### src/rtl/control_unit.sv
// Decode/sequencing FSM for SPARC-V8 format-3 ALU instructions: DECODE -> EXEC -> WB.
// Optional macro CU_CC_UPDATE_EN enables PSR_Enable for the cc-setting op3 variants.
module control_unit (
  input  logic       Clk,
  input  logic       RESET,
  input  logic [31:0] IR_Out,
  input  logic       MFC,
  output logic       NPC_enable,
  output logic       PC_enable,
  output logic       MDR_Enable,
  output logic       MAR_Enable,
  output logic       RAM_enable,
  output logic       register_file_enable,
  output logic       PSR_Enable,
  output logic [2:0] extender_select,
  output logic [1:0] PC_In_Mux_select,
  output logic [1:0] ALUA_Mux_select,
  output logic [2:0] ALUB_Mux_select,
  output logic       MDR_Mux_select,
  output logic [4:0] in_PA,
  output logic [4:0] in_PB,
  output logic [4:0] in_PC,
  output logic [5:0] ALU_op,
  output logic [5:0] RAM_OpCode
);

  typedef enum logic [1:0] {ST_RST, ST_DECODE, ST_EXEC, ST_WB} state_t;

  state_t     state, state_next;
  logic [4:0] rd_q, rs1_q, rs2_q;
  logic [5:0] op3_q;
  logic       i_q;
  logic       legal;

  // Memory path and immediate bits are not used by the ALU-only sequence.
  logic unused_inputs;
  assign unused_inputs = ^{MFC, IR_Out[12:5]};

  always_comb begin
    legal = 1'b0;
    if (IR_Out[31:30] == 2'b10) begin
      unique case (IR_Out[24:19])
        6'b000000, 6'b000001, 6'b000010, 6'b000011,
        6'b000100, 6'b000101, 6'b000110, 6'b000111,
        6'b010000, 6'b010001, 6'b010010, 6'b010011,
        6'b010100, 6'b010101, 6'b010110, 6'b010111,
        6'b100101, 6'b100110, 6'b100111: legal = 1'b1;
        default:                         legal = 1'b0;
      endcase
    end
  end

  always_ff @(posedge Clk) begin
    if (!RESET) state <= ST_RST;
    else        state <= state_next;
  end

  // NOTE: decode fields have no reset; they only reach the outputs in EXEC/WB,
  // which can only be entered through a DECODE edge that loads them.
  always_ff @(posedge Clk) begin
    if (state == ST_DECODE && legal) begin
      rd_q  <= IR_Out[29:25];
      op3_q <= IR_Out[24:19];
      rs1_q <= IR_Out[18:14];
      i_q   <= IR_Out[13];
      rs2_q <= IR_Out[4:0];
    end
  end

  always_comb begin
    state_next = state;
    unique case (state)
      ST_RST:    state_next = ST_DECODE;
      ST_DECODE: state_next = legal ? ST_EXEC : ST_DECODE;
      ST_EXEC:   state_next = ST_WB;
      ST_WB:     state_next = ST_DECODE;
      default:   state_next = ST_RST;
    endcase
  end

  // Moore outputs: decoded only from the state register and latched fields.
  always_comb begin
    register_file_enable = 1'b0;
    PSR_Enable           = 1'b0;
    ALUB_Mux_select      = 3'd0;
    in_PA                = 5'd0;
    in_PB                = 5'd0;
    in_PC                = 5'd0;
    ALU_op               = 6'd0;
    if (state == ST_EXEC || state == ST_WB) begin
      in_PA           = rs1_q;
      in_PB           = rs2_q;
      in_PC           = rd_q;
      ALU_op          = op3_q;
      ALUB_Mux_select = i_q ? 3'd1 : 3'd0;
    end
    if (state == ST_WB) register_file_enable = 1'b1;
`ifdef CU_CC_UPDATE_EN
    if (state == ST_EXEC) PSR_Enable = op3_q[4];
`else
    PSR_Enable = 1'b0;
`endif
  end

  assign NPC_enable       = 1'b0;
  assign PC_enable        = 1'b0;
  assign MDR_Enable       = 1'b0;
  assign MAR_Enable       = 1'b0;
  assign RAM_enable       = 1'b0;
  assign extender_select  = 3'd0;
  assign PC_In_Mux_select = 2'd0;
  assign ALUA_Mux_select  = 2'd0;
  assign MDR_Mux_select   = 1'b0;
  assign RAM_OpCode       = 6'd0;

endmodule

### config.mk
export PLATFORM = sky130hd
export DESIGN_NAME = control_unit
export DESIGN_NICKNAME = d
export VERILOG_FILES = /design/src/rtl/control_unit.sv
export SDC_FILE = /design/constraint.sdc
export NUM_CORES = 1
export LEC_CHECK = 0
export ABC_CLOCK_PERIOD_IN_PS = 2280
export CORE_MARGIN = 2
export CORE_UTILIZATION = 34
export CTS_CLUSTER_DIAMETER = 50
export DETAILED_ROUTE_END_ITERATION = 7
export HOLD_SLACK_MARGIN = 0.05
export PLACE_DENSITY = 0.78
export SYNTH_ARGS = -nofsm -noshare
export SYNTH_HDL_FRONTEND = slang
export SYNTH_SLANG_ARGS = --single-unit
### constraint.sdc
create_clock -name Clk -period 2.28 [get_ports Clk]
set_input_delay 0.456 -clock Clk [delete_from_list [all_inputs] [get_ports Clk]]
set_output_delay 0.456 -clock Clk [all_outputs]
set_load 0.02 [all_outputs]
==> run notes, run 1 <==
Notes on the physical design

The final non-filler cell total is 179. The routed design has 1.82 mm of wire. The number of I/O port buffers is 48. The power dissipated by switching net loads is 172 uW. The floorplan step defined a core boundary enclosing 3080 um^2. The detail route stage leaves a number of antenna-violating nets equal to 0.

The power report attributes to the combinational group a share of 0.138. The final report lists the setup-violating endpoint count as 0. Post-CTS repair changed the size of 0 cells. The via density per instance is 3.91.

The run reported a max-capacitance violation count of 0. Per the final report, max-transition violations number 0. Tracing the worst setup path back leads to its startpoint at state[1].

The horizontal die dimension reported for this design is 61.1 um. Sorting the synthesized cells by how often they occur yields 24 x sky130_fd_sc_hd__and2_1, 22 x sky130_fd_sc_hd__buf_4, 22 x sky130_fd_sc_hd__edfxtp_1. The post-route cell area is 1600 um^2. STA classifies the critical path startpoint as a flip-flop.

The final count of hold timing violations is 0. The relative area change from synthesis to final layout is 44.5%. STA classifies the critical path endpoint as a primary output.

The layout net count is 171. Prior to clock tree synthesis, the placed netlist has a worst setup slack of 349 ps. The synthesized design contains 22 enable-type register cells. The CTS report gives the tree buffer count as 3. The power in the clock group is 178 uW.

Note, the detailed placer reported a final HPWL of 1.49 mm. Summed over all combinational cells, the power is 106 uW. The worst min-delay path startpoint is state[0]. The average wire length per cell after detail routing is 10.2 um. Setup repair after global routing left no endpoint under its margin. Dividing the final minimum period by the clock period gives 0.929. STA puts the critical path data arrival time at 1660 ps. On the critical path, the stage with the largest delay is an instance of sky130_fd_sc_hd__clkdlybuf4s50_1. In this run the count of I/O pins placed on the die edge is 80. The number of global-route vias before repair came to 672. The critical path data required time is 1820 ps. The share of total power consumed by net switching is 0.223. The synthesized flop and latch total is 24. The biggest power consumer among the groups is sequential cells. The synthesized-area fraction occupied by xor and xnor cells is 0.

Once placement finished, the instance area stood at 1580 um^2. The sum of internal, switching and leakage power is 774 uW. Checking hold timing, the worst path is listed with class reg -> reg. The final antenna diode tally reported by the flow is 0. The flow ran to the end, and the final reports show no timing, DRC or antenna violations.

Summed over all routing layers, the global router reports a total usage of 0.0996. The number of cells after detailed placement is 175. Looking at the setup timing report, the critical path kind is reg -> out.

The H-tree depth reported by CTS is 1. Counting flops per register, the top entry is op3_q. The complex-gate fraction of the synthesized area is 0.0180. The wire length of the first global-routing pass is 2.72 mm.

The maximum number of pins on one net before global-route repair is 23. For this run, the register share of the synthesized area comes to 0.631. The pre-antenna-repair detailed-routing pass consisted of 4 iterations. In the final run the clock tree shows a worst skew of 7.13 ps. The worst setup margin is 163 ps. The biggest fanout along the worst timing path is 17. Per STA, the worst path is made up of buf_4 > and2_1 > clkdlybuf4s50_1. The most frequent cell after synthesis is sky130_fd_sc_hd__and2_1. The clock share of power is 0.230. Buffers added to address setup during post-CTS repair amount to 0. The highest ir drop seen on vdd is 0.371 mV. The CTS tree is done. The achievable frequency is 472 MHz. According to the Yosys statistics, the synthesized design has a chip area of 1110 um^2. The most frequently used flop master after synthesis is sky130_fd_sc_hd__edfxtp_1. The DRC violations left is 0.

The number of flip-flops under the largest register name is 6. In the synthesized netlist the async set-or-reset flop fraction comes to 0. The total power per unit cell area is 483 nW/um^2. The detailed router placed 700 vias in this run. The analysis attributes to cell leakage a power of 0.589 nW. In this run, distinct cell masters in the synthesized netlist total 16. The dominant non-sequential cell family after synthesis is simple AND/OR/NAND/NOR gates. CTS reports a maximum clock tree buffer depth of 2.

Each instance of the synthesized netlist takes up on average 13.2 um^2. Sorting the synthesized cells by area gives the leading types as sky130_fd_sc_hd__edfxtp_1 60%, sky130_fd_sc_hd__buf_4 15%, sky130_fd_sc_hd__and2_1 14%. Per the OpenROAD floorplan log, the area of the die is 3740 um^2.

In the final timing run, aggregate negative setup slack is 0 ps. The share of total power in sequential cells is 0.633. The vertical extent of the die is 61.1 um.
[run 1: layout by cell type (no fill, tap or decap)]
cell,netlist,final
sky130_fd_sc_hd__clkdlybuf4s50_1,0,48
sky130_fd_sc_hd__and2_1,24,24
sky130_fd_sc_hd__conb_1,1,22
sky130_fd_sc_hd__edfxtp_1,22,22
sky130_fd_sc_hd__clkbuf_4,0,3
sky130_fd_sc_hd__nand2b_1,2,2
sky130_fd_sc_hd__clkinv_1,1,2
sky130_fd_sc_hd__nand2b_4,1,1
sky130_fd_sc_hd__nor3_2,1,1
sky130_fd_sc_hd__nor2_1,1,1
sky130_fd_sc_hd__o21ai_1,1,1
sky130_fd_sc_hd__inv_1,1,1
sky130_fd_sc_hd__nor4_2,1,1
sky130_fd_sc_hd__a32o_1,1,1
sky130_fd_sc_hd__a21oi_1,1,1
sky130_fd_sc_hd__buf_12,0,1
sky130_fd_sc_hd__buf_4,22,1
sky130_fd_sc_hd__dfxtp_1,2,1
sky130_fd_sc_hd__dfxtp_2,0,1
[run 1: final timing paths]
| kind | slack (ps) | cells past startpoint | to |
|---|---|---|---|
| setup reg to reg | 800 | 5 | rs1_q[2] |
| hold / removal | 610 | 3 | state[0] |
| hold reg to reg | 610 | 3 | state[0] |
| setup / recovery | 160 | 3 | in_PC[2] |
[run 1: final cells by class]
cell class                 count  share of cell area
timing repair buffer          50               0.317
tap                           44              0.0343
sequential                    24               0.438
inverter                       2             0.00468
clock buffer                   3              0.0140
multi-input combinational     55               0.190
clock inverter                 1             0.00234
[run 1: worst max-delay path: cells and delay by family (launching register included)]
kind	cells	cell delay (ps)
flip-flops	1	400
AND/OR/NAND/NOR	1	150
buffers and inverters	2	810
[run 1: metal layers]
metal,wire length (um),global-route usage
met1,610,0.0941
met2,1030,0.205
met3,169,0.0252
met4,17,0.0280
met5,0,0
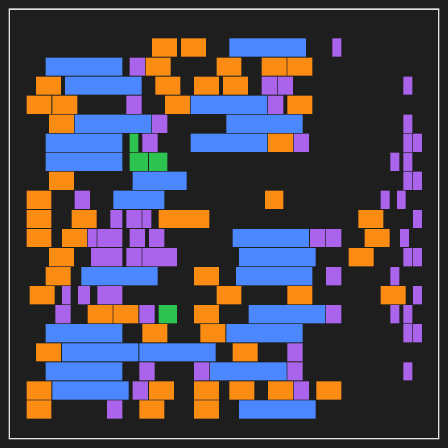
(run_1/placement_by_type.png)
Green marks clock drivers and dummy loads, cells 4, share of their area 1.7%. Purple marks combinational and other logic, cells 57, share of their area 20%. Blue marks flops, cells 24, share of their area 45%. Orange marks other buffers and delay cells, cells 50, share of their area 33%.

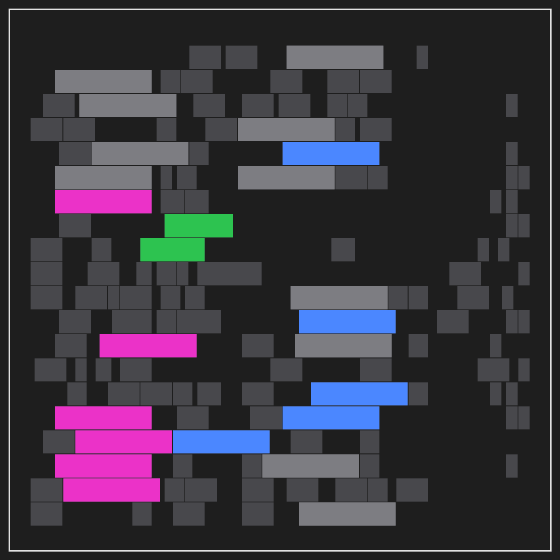
(run_1/flops_by_reg.png)
Magenta marks `op3_q`, sequential cells 6. Green marks `state`, sequential cells 2. Blue marks `rd_q`, sequential cells 5.
Another 11 sequential cells are not coloured.
end-of-flow core utilization: 0.521
Seq group: 490 uW
sequential cell area: 702 um^2

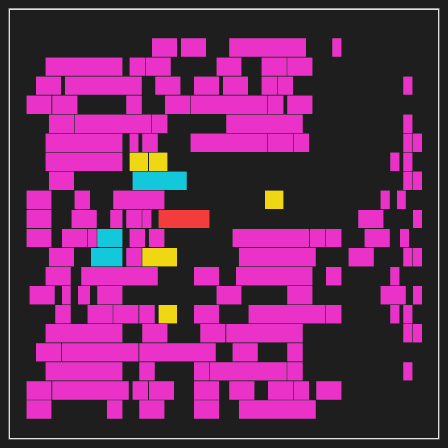
(run_1/sizes.png)
Cyan marks _2 cells, cells 3, share 2.2%. Magenta marks _0 and _1 cells, cells 126, share 93%, most used clkdlybuf4s50_1. Red marks _6 and larger, cells 1, share 0.74%, most used buf_12. Yellow marks _3 and _4 cells, cells 5, share 3.7%, most used clkbuf_4.

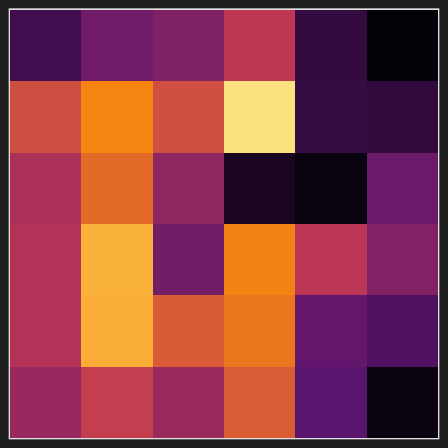
(run_1/cell_density.png)
6 x 6 tiles, from black (low) to pale yellow (high), 0 to 100% covered.
The emptiest ninth of the die: north-east. The fullest tile reaches 94%. 2.8% of the tiles are nearly empty. The mean over all tiles is 42%. 8.3% of the tiles are over 75% full.

==> run_1/congestion.png <==
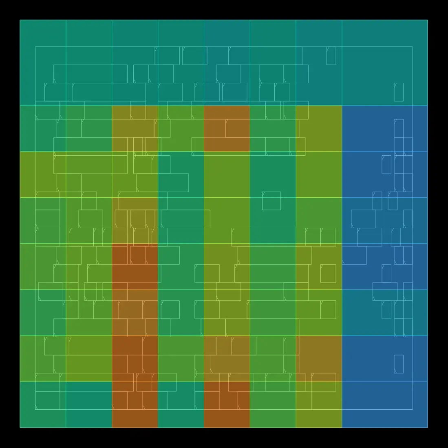

==> run 2: changes to the inputs <==
- ABC_CLOCK_PERIOD_IN_PS: 2280 -> 2650
- CORE_UTILIZATION: 34 -> 37
- PLACE_DENSITY: 0.78 -> 0.84
- RECOVER_POWER: not set -> 25
- SETUP_SLACK_MARGIN: not set -> 0.1
- clock period: 2.28 -> 2.65 ns (I/O delays scaled with it)
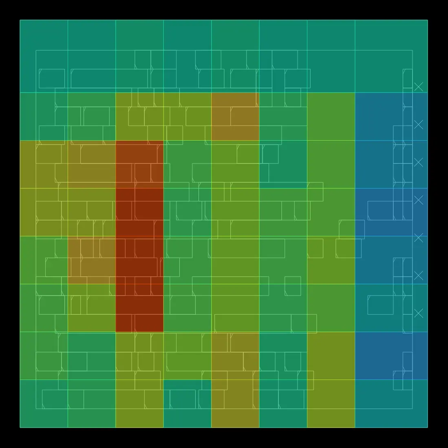
(run_2/congestion.png)
Global Route met2 Usage: 0.219
GR peak layer: met2

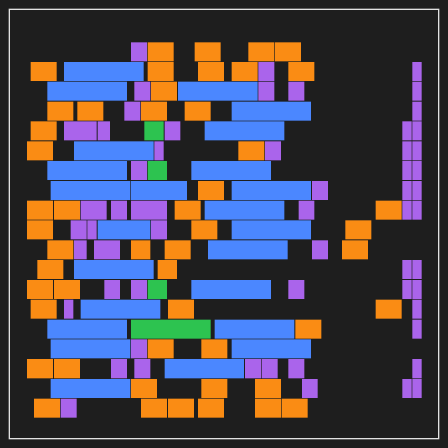
(run_2/placement_by_type.png)
Green marks clock drivers and dummy loads, cells 4, share of their area 3.4%. Orange marks other buffers and delay cells, cells 50, share of their area 32%. Blue marks flops, cells 24, share of their area 45%. Purple marks combinational and other logic, cells 57, share of their area 20%.
sequential share of cell area: 0.438
Final Instance Area: 1600 um^2
FP Rows: 19
end-of-flow core utilization: 0.571
core outline area: 2810 um^2

==> run notes, run 2 <==
Notes on the physical design

For this run, the register share of the synthesized area comes to 0.631. The number of stages on the worst hold path is 2. The report shows a maximum critical-path fanout of 25. The distinct cell type count of the synthesized netlist is 16. The achievable frequency is 451 MHz. Once detail routing completed, the nets flagged for antenna violations numbered 0.

The maximum number of pins on one net before global-route repair is 26. The total wirelength of the detailed-routed design is 1.87 mm. Per the final timing report, the hold violations number 0. STA classifies the critical path startpoint as a flip-flop. The design draws 764 uW. The wire length of the first global-routing pass is 2.89 mm. The fraction of power consumed by combinational cells is 0.112. The post-placement setup slack is 580 ps. The horizontal extent of the die is 58.8 um. The synthesis report names the predominant flop master as sky130_fd_sc_hd__edfxtp_1. The largest register by flop count is op3_q.

The via density per instance is 4.23. The HPWL reported at the end of detailed placement is 1.51 mm. For reference, the top cells by area after synthesis are sky130_fd_sc_hd__edfxtp_1 60%, sky130_fd_sc_hd__buf_4 15%, sky130_fd_sc_hd__and2_1 14%.

Compared with the post-synthesis result, the final layout area differs by 44.3%. The critical path runs through a total of 2 cells. The share of the core filled by cells before placement is 0.396. The run finished, with violations left. The H-tree depth reported by CTS is 1. The number of I/O port buffers is 48.

Of the total power, the clock network draws 0.336. The DRC violations left is 7. The first-pass iteration count of the detailed router is 6. The power report puts the leakage power at 0.603 nW. For reference, the critical path cell chain is and2_1 > clkdlybuf4s50_1. The portion of the clock cycle consumed by the worst path in the final layout is 0.836.

The vertical extent of the die is 58.8 um. The max-capacitance violation count is 0. The number of cell instances on the worst register-to-register path is 4. The synthesized flop and latch total is 24.

Data on the critical path arrives at its endpoint at 1690 ps. Summed over all nets, wire length on met2 after detailed routing comes to 998 um. The fraction of synthesis flops using an asynchronous set or reset pin is 0. Buffers inserted during clock tree synthesis total 3. The routed wire length on met3 is 250 um. The number of flip-flops under the largest register name is 6. Power spread over the standard cell area amounts to 477 nW/um^2. The worst setup margin is 434 ps. The most frequent cell after synthesis is sky130_fd_sc_hd__and2_1. The highest ir drop seen on vdd is 0.383 mV. The slowest stage of the critical path belongs to the cell sky130_fd_sc_hd__clkdlybuf4s50_1.

The stat command in Yosys gives a chip area of 1110 um^2. The timing report attributes the biggest portion of critical-path delay to buffers and inverters. Counting both buffers and inverters, the worst setup path holds a total of 1. The final max-slew violation count recorded for this run is 0. The checks that failed: design-rule violations.

The full die area is 3450 um^2. After routing, the total negative slack on setup checks comes to 0 ps. The startpoint of the most critical setup path is state[1].

The most common logic cells in the final layout are 31 x sky130_fd_sc_hd__clkdlybuf4s50_1, 24 x sky130_fd_sc_hd__and2_1, 22 x sky130_fd_sc_hd__conb_1, 22 x sky130_fd_sc_hd__edfxtp_1, 17 x sky130_fd_sc_hd__dlygate4sd3_1. Routing resource usage on met1 recorded by global route was 0.106. The CTS tree is done. By count the netlist is led by 24 x sky130_fd_sc_hd__and2_1, 22 x sky130_fd_sc_hd__buf_4, 22 x sky130_fd_sc_hd__edfxtp_1. For this design the total switching power over the nets is 154 uW. The via count is 703. Across every metal layer, demand over resource in global routing totals 0.112.

Setup repair after global routing left no endpoint under its margin. The share of total power in sequential cells is 0.553. The category of the worst setup path capture point is a primary output. The average wire length per cell after detail routing is 11.3 um. The worst setup path category is reg -> out. The number of global-route vias before repair is 695. The share of total power consumed by net switching is 0.202. Per the repair_timing log after CTS, setup buffers inserted total 0. The path type of the worst min-delay path is reg -> reg.

The worst min-delay path startpoint is state[0]. In this run the count of I/O pins placed on the die edge is 80. The synthesized area per cell is 13.2 um^2.

The final antenna diode tally reported by the flow is 0. The post-synth count of flops with an enable pin is 22. The critical path data required time is 2120 ps. Per the cell usage report, the commonest logic cell in the layout is sky130_fd_sc_hd__clkdlybuf4s50_1.

After detailed routing, the wire length on met1 is 605 um.
## run 2: cell counts after synthesis
Identical to the previous run, type by type.
## run 2: logic make-up after synthesis
kind of cell	synth area share
compound gates	0.0180
buf+inv	0.165
flops	0.631
other cells	0.00338
simple gates	0.183
## run 2: stage by stage
| stage | cell area [um^2] | utilization | std cells |
|---|---|---|---|
| floorplan | 1190 | - | 105 |
| global placement | 1550 | 0.552 | 162 |
| detailed placement | 1550 | 0.552 | 162 |
| CTS | 1600 | 0.570 | 166 |
| global route | 1600 | 0.571 | 166 |
| finish | 1600 | 0.571 | 166 |
## run 2: repair_timing
| item | in CTS | in global routing |
|---|---|---|
| resized | 0 | 1 |
| hold buffers | 0 | 0 |
| endpoints found under the setup margin | 0 | 2 |
## run 2: power groups by stage
| stage | Combinational [mW] | Sequential [mW] | Clock, mW |
|---|---|---|---|
| 6_report | 0.0854 | 0.422 | 0.256 |
| 5_1_grt | 0.0924 | 0.423 | 0.282 |
| 4_1_cts | 0.0901 | 0.422 | 0.261 |
| 3_5_place_dp | 0.0900 | 0.431 | 0 |
| 3_3_place_gp | 0.0872 | 0.431 | 0 |
| 2_1_floorplan | 0.0680 | 0.430 | 0 |
## run 2: final cells by class
type,count,area (um^2),area share
multi-input combinational,55,305,0.191
inverter,2,7.51,0.00469
sequential,24,702,0.438
tap,31,38.8,0.0242
clock buffer,3,22.5,0.0141
clock inverter,1,30.0,0.0187
timing repair buffer,50,495,0.309
## run 2: final timing paths
check | end | slack (ps)
max | ALU_op[3] | 430
min | state[1] | 630
max reg2reg | rs2_q[0] | 1190
min reg2reg | state[1] | 630
## run 2: worst register-to-register path: cells and delay by family, from the launching register on
| kind | cells | cell delay [ps] |
|---|---|---|
| flip-flops | 1 | 450 |
| AND/OR/NAND/NOR | 3 | 520 |
| buffers and inverters | 1 | 200 |
Power is estimated from default activity; no workload was simulated.
